[config.mk]
export PLATFORM = sky130hd
export DESIGN_NAME = multicycle_addsub
export DESIGN_NICKNAME = d
export VERILOG_FILES = /design/src/rtl/multicycle_addsub.sv
export SDC_FILE = /design/constraint.sdc
export NUM_CORES = 1
export LEC_CHECK = 0
export ABC_AREA = 1
export CORE_MARGIN = 2
export CORE_UTILIZATION = 30
export DETAILED_ROUTE_END_ITERATION = 10
export PLACE_DENSITY = 0.5
export SYNTH_ARGS = -nofsm -noshare
export SYNTH_HDL_FRONTEND = slang
export SYNTH_SLANG_ARGS = --single-unit
[constraint.sdc]
create_clock -name clk -period 3 [get_ports clk]
set_clock_uncertainty 0.05 [all_clocks]
set_input_delay 0.75 -clock clk [delete_from_list [all_inputs] [get_ports clk]]
set_output_delay 0.75 -clock clk [all_outputs]
set_load 0.01 [all_outputs]
[src/rtl/multicycle_addsub.sv]
// Multi-cycle add/subtract: WIDTH-bit operands processed CHUNK bits per clock, LSB slice first.
// start/done handshake; result, carry_out and overflow change only when an operation completes.
//  state | meaning
//  IDLE  | waiting for start; outputs hold the last completed result
//  RUN   | one slice per clock, carry held between slices
module multicycle_addsub #(
    parameter int WIDTH = 16,
    parameter int CHUNK = 4
) (
    input  logic             clk,
    input  logic             reset,
    input  logic             start,
    input  logic             sub,
    input  logic [WIDTH-1:0] A,
    input  logic [WIDTH-1:0] B,
    output logic             busy,
    output logic             done,
    output logic [WIDTH-1:0] result,
    output logic             carry_out,
    output logic             overflow
);
    localparam int NCH = WIDTH / CHUNK;
    localparam int SW  = (NCH > 1) ? $clog2(NCH) : 1;
    localparam logic [SW-1:0] LAST = SW'(NCH - 1);

    if (WIDTH % CHUNK != 0) begin : g_bad_chunk
        $error("multicycle_addsub: WIDTH must be a multiple of CHUNK");
    end

    typedef enum logic {IDLE, RUN} state_t;

    state_t                        state;
    logic [NCH-1:0][CHUNK-1:0]     op_a;
    logic [NCH-1:0][CHUNK-1:0]     op_b;
    logic [NCH-1:0][CHUNK-1:0]     partial;
    logic [NCH-1:0][CHUNK-1:0]     partial_nxt;
    logic                          carry;
    logic [SW-1:0]                 slice;
    logic [CHUNK-1:0]              a_sl;
    logic [CHUNK-1:0]              b_sl;
    logic [CHUNK:0]                sl_sum;
    logic                          msb_cin;

    always_comb begin
        a_sl        = op_a[slice];
        b_sl        = op_b[slice];
        sl_sum      = {1'b0, a_sl} + {1'b0, b_sl} + {{CHUNK{1'b0}}, carry};
        partial_nxt = partial;
        partial_nxt[slice] = sl_sum[CHUNK-1:0];
    end

    // Carry into the top bit of the current slice; only meaningful in the final slice.
    if (CHUNK == 1) begin : g_cin_single
        assign msb_cin = carry;
    end else begin : g_cin_multi
        logic [CHUNK-1:0] lo_sum;
        assign lo_sum  = {1'b0, a_sl[CHUNK-2:0]} + {1'b0, b_sl[CHUNK-2:0]}
                       + {{(CHUNK-1){1'b0}}, carry};
        assign msb_cin = lo_sum[CHUNK-1];
    end

    always_ff @(posedge clk or negedge reset) begin
        if (!reset) begin
            state     <= IDLE;
            op_a      <= '0;
            op_b      <= '0;
            partial   <= '0;
            carry     <= 1'b0;
            slice     <= '0;
            busy      <= 1'b0;
            done      <= 1'b0;
            result    <= '0;
            carry_out <= 1'b0;
            overflow  <= 1'b0;
        end else begin
            done <= 1'b0;
            case (state)
                IDLE: begin
                    if (start) begin
                        op_a    <= A;
                        op_b    <= B ^ {WIDTH{sub}};
                        carry   <= sub;
                        slice   <= '0;
                        partial <= '0;
                        busy    <= 1'b1;
                        state   <= RUN;
                    end
                end
                RUN: begin
                    partial <= partial_nxt;
                    carry   <= sl_sum[CHUNK];
                    slice   <= slice + SW'(1);
                    if (slice == LAST) begin
                        result    <= partial_nxt;
                        carry_out <= sl_sum[CHUNK];
                        overflow  <= msb_cin ^ sl_sum[CHUNK];
                        done      <= 1'b1;
                        busy      <= 1'b0;
                        state     <= IDLE;
                    end
                end
                default: state <= IDLE;
            endcase
        end
    end

endmodule

==> results.cfg <==
; flow metrics
[power_and_ir_drop]
p_sw_share_pct = 41.0
power_density_nw_per_um2 = 1200
combPwrFrac_pct = 49.2
sequentialPowerShare_pct = 33.1
p_leak_nw = 1.90

[layout]
flops = 68
num-nets-final = 470
nMultiInputCombCells = 267
clk_share_pct = 5.76
register_area_um2 = 1700
final-comb-area_um2 = 1330
comb_area_share_pct = 32.4
layout.cells.most_common_list = 128 x nand2_1, 68 x dfrtp_1, 54 x o21ai_0, 54 x clkdlybuf4s50_1, 21 x nor2_1
buf_share_pct = 14.7
layout_top_cell = nand2_1
area_growth_pct = 27.5

[floorplan]
taps = 136
die_w_um = 108
ios = 56

[drt]
route.vias.total = 2545
met1Wirelength_um = 3590
firstDrtPassIters = 4
drt-vias-per-instance = 4.50
drtIter0Drc = 99
antenna_left = 0
routedWlPerCell_um = 12.7
met3_length_um = 300
routed.top_layer = met4

[timing]
tightest_slew_ps = 619
period_minus_slack_ps = 2620
rsz0062_at_grt = false
hold_viol = 0
period_used_pct = 87.5
max_freq_ghz = 0.381

[worst_setup_path]
start_kind = flip-flop
crit_end = partial[10]
crit-reg2reg-launch = slice[0]
crit_start = slice[0]
path_class = flip-flop to flip-flop
reg2reg_slack_ps = 380
cp.depth = 9
reg2reg_to = partial[10]
critical_path_peak_fanout = 13

[clocking]
postCtsHoldBufs = 0
cts_setup_buffers = 0
cts.path.max_buffers = 2
cts_tree = done
clkSinkCount = 68

[global_routing]
grt_pass1_wl_um = 12400
grt_pass1_vias = 2605
met3_usage_pct = 3.27

[place]
port_buffers = 55
post_dp_cell_area_um2 = 3860
pre_cts_slack_ps = 307

[synth]
yosysTopAreaCell = dfrtp_1
ys.flop_type = dfrtp_1
synthTopCellsByArea = dfrtp_1 53%, nand2_1 15%, o21ai_0 8.4%
ys_ff = 68
post-synth-top-count-cell = nand2_1
xor_area_share_pct = 4.62
yosys.stat.seqShare_pct = 52.8
ys_area_um2 = 3220
netlist_instances = 369
synthSimpleGateAreaFrac_pct = 20.8
edf_count = 0
synthTopCellsByCount = 128 x nand2_1, 68 x dfrtp_1, 54 x o21ai_0
syn_nets = 414
syn_area_um2 = 3220
syn_area_per_cell_um2 = 8.73
ys_cells = 369
top_cell_area_share_pct = 52.8
compound_area_share_pct = 11.7
synthMuxAreaShare_pct = 0

[run]
cap_violations = 0

[run_status]
status = complete, no violations
==> power by group through the flow <==
stage                     Combinational [W]  Sequential (W)  Clock, W
final                               0.00243         0.00164  0.000874
after global routing                0.00280         0.00170  0.000933
after CTS                           0.00242         0.00164  0.000904
after detailed placement            0.00241         0.00165         0
after global placement              0.00236         0.00165         0
after floorplan                     0.00165         0.00161         0
==> metrics by stage <==
step	total power, W	cells	hold WS (ps)
4_1_cts	0.00497	566	374
5_1_grt	0.00543	566	406
3_5_place_dp	0.00407	550	413
3_3_place_gp	0.00402	550	404
6_report	0.00494	566	357
2_1_floorplan	0.00325	369	392
==> sequential cells by signal (all words and copies together) (netlist names) <==
register   flops
op_a          16
op_b          16
result        16
partial       12
slice          2
busy           1
carry          1
carry_out      1
done           1
overflow       1
state          1
**Placed cells, one colour a class**

The bar under the picture is 20 um long.
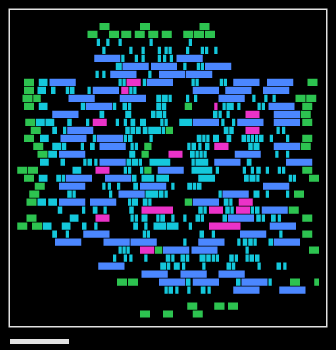
[cyan] all other logic | cells: 283
[blue] flip-flops | cells: 68
[green] other buffers and delay cells | cells: 63
[magenta] clock drivers and dummy loads | cells: 16
fin util: 39.6%
final instance area: 4110 um^2
Cell Rows: 37
Seq area share: 41.4%

**Routing congestion map**

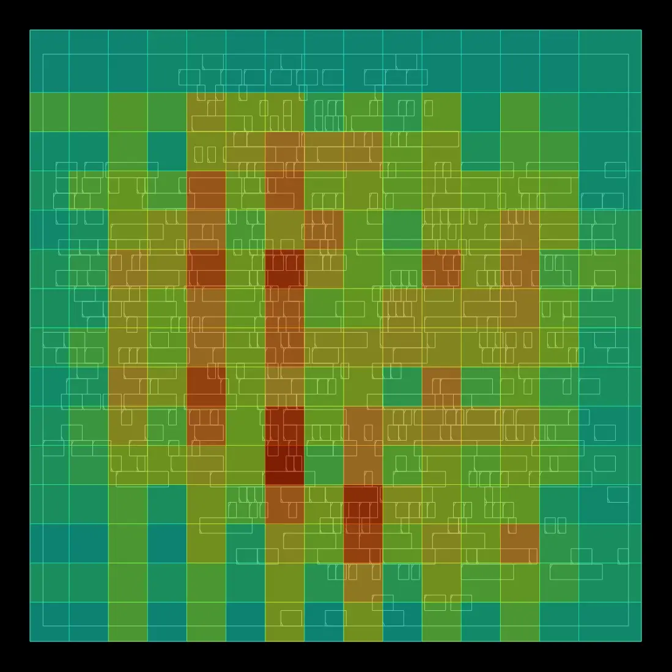
GRT Total Usage: 13.8%
grt met1 use: 18.1%
met2 usage in global routing: 21.9%
busiest grt layer: met2

Power figures rest on the tool's default switching activity, not on a simulated workload.
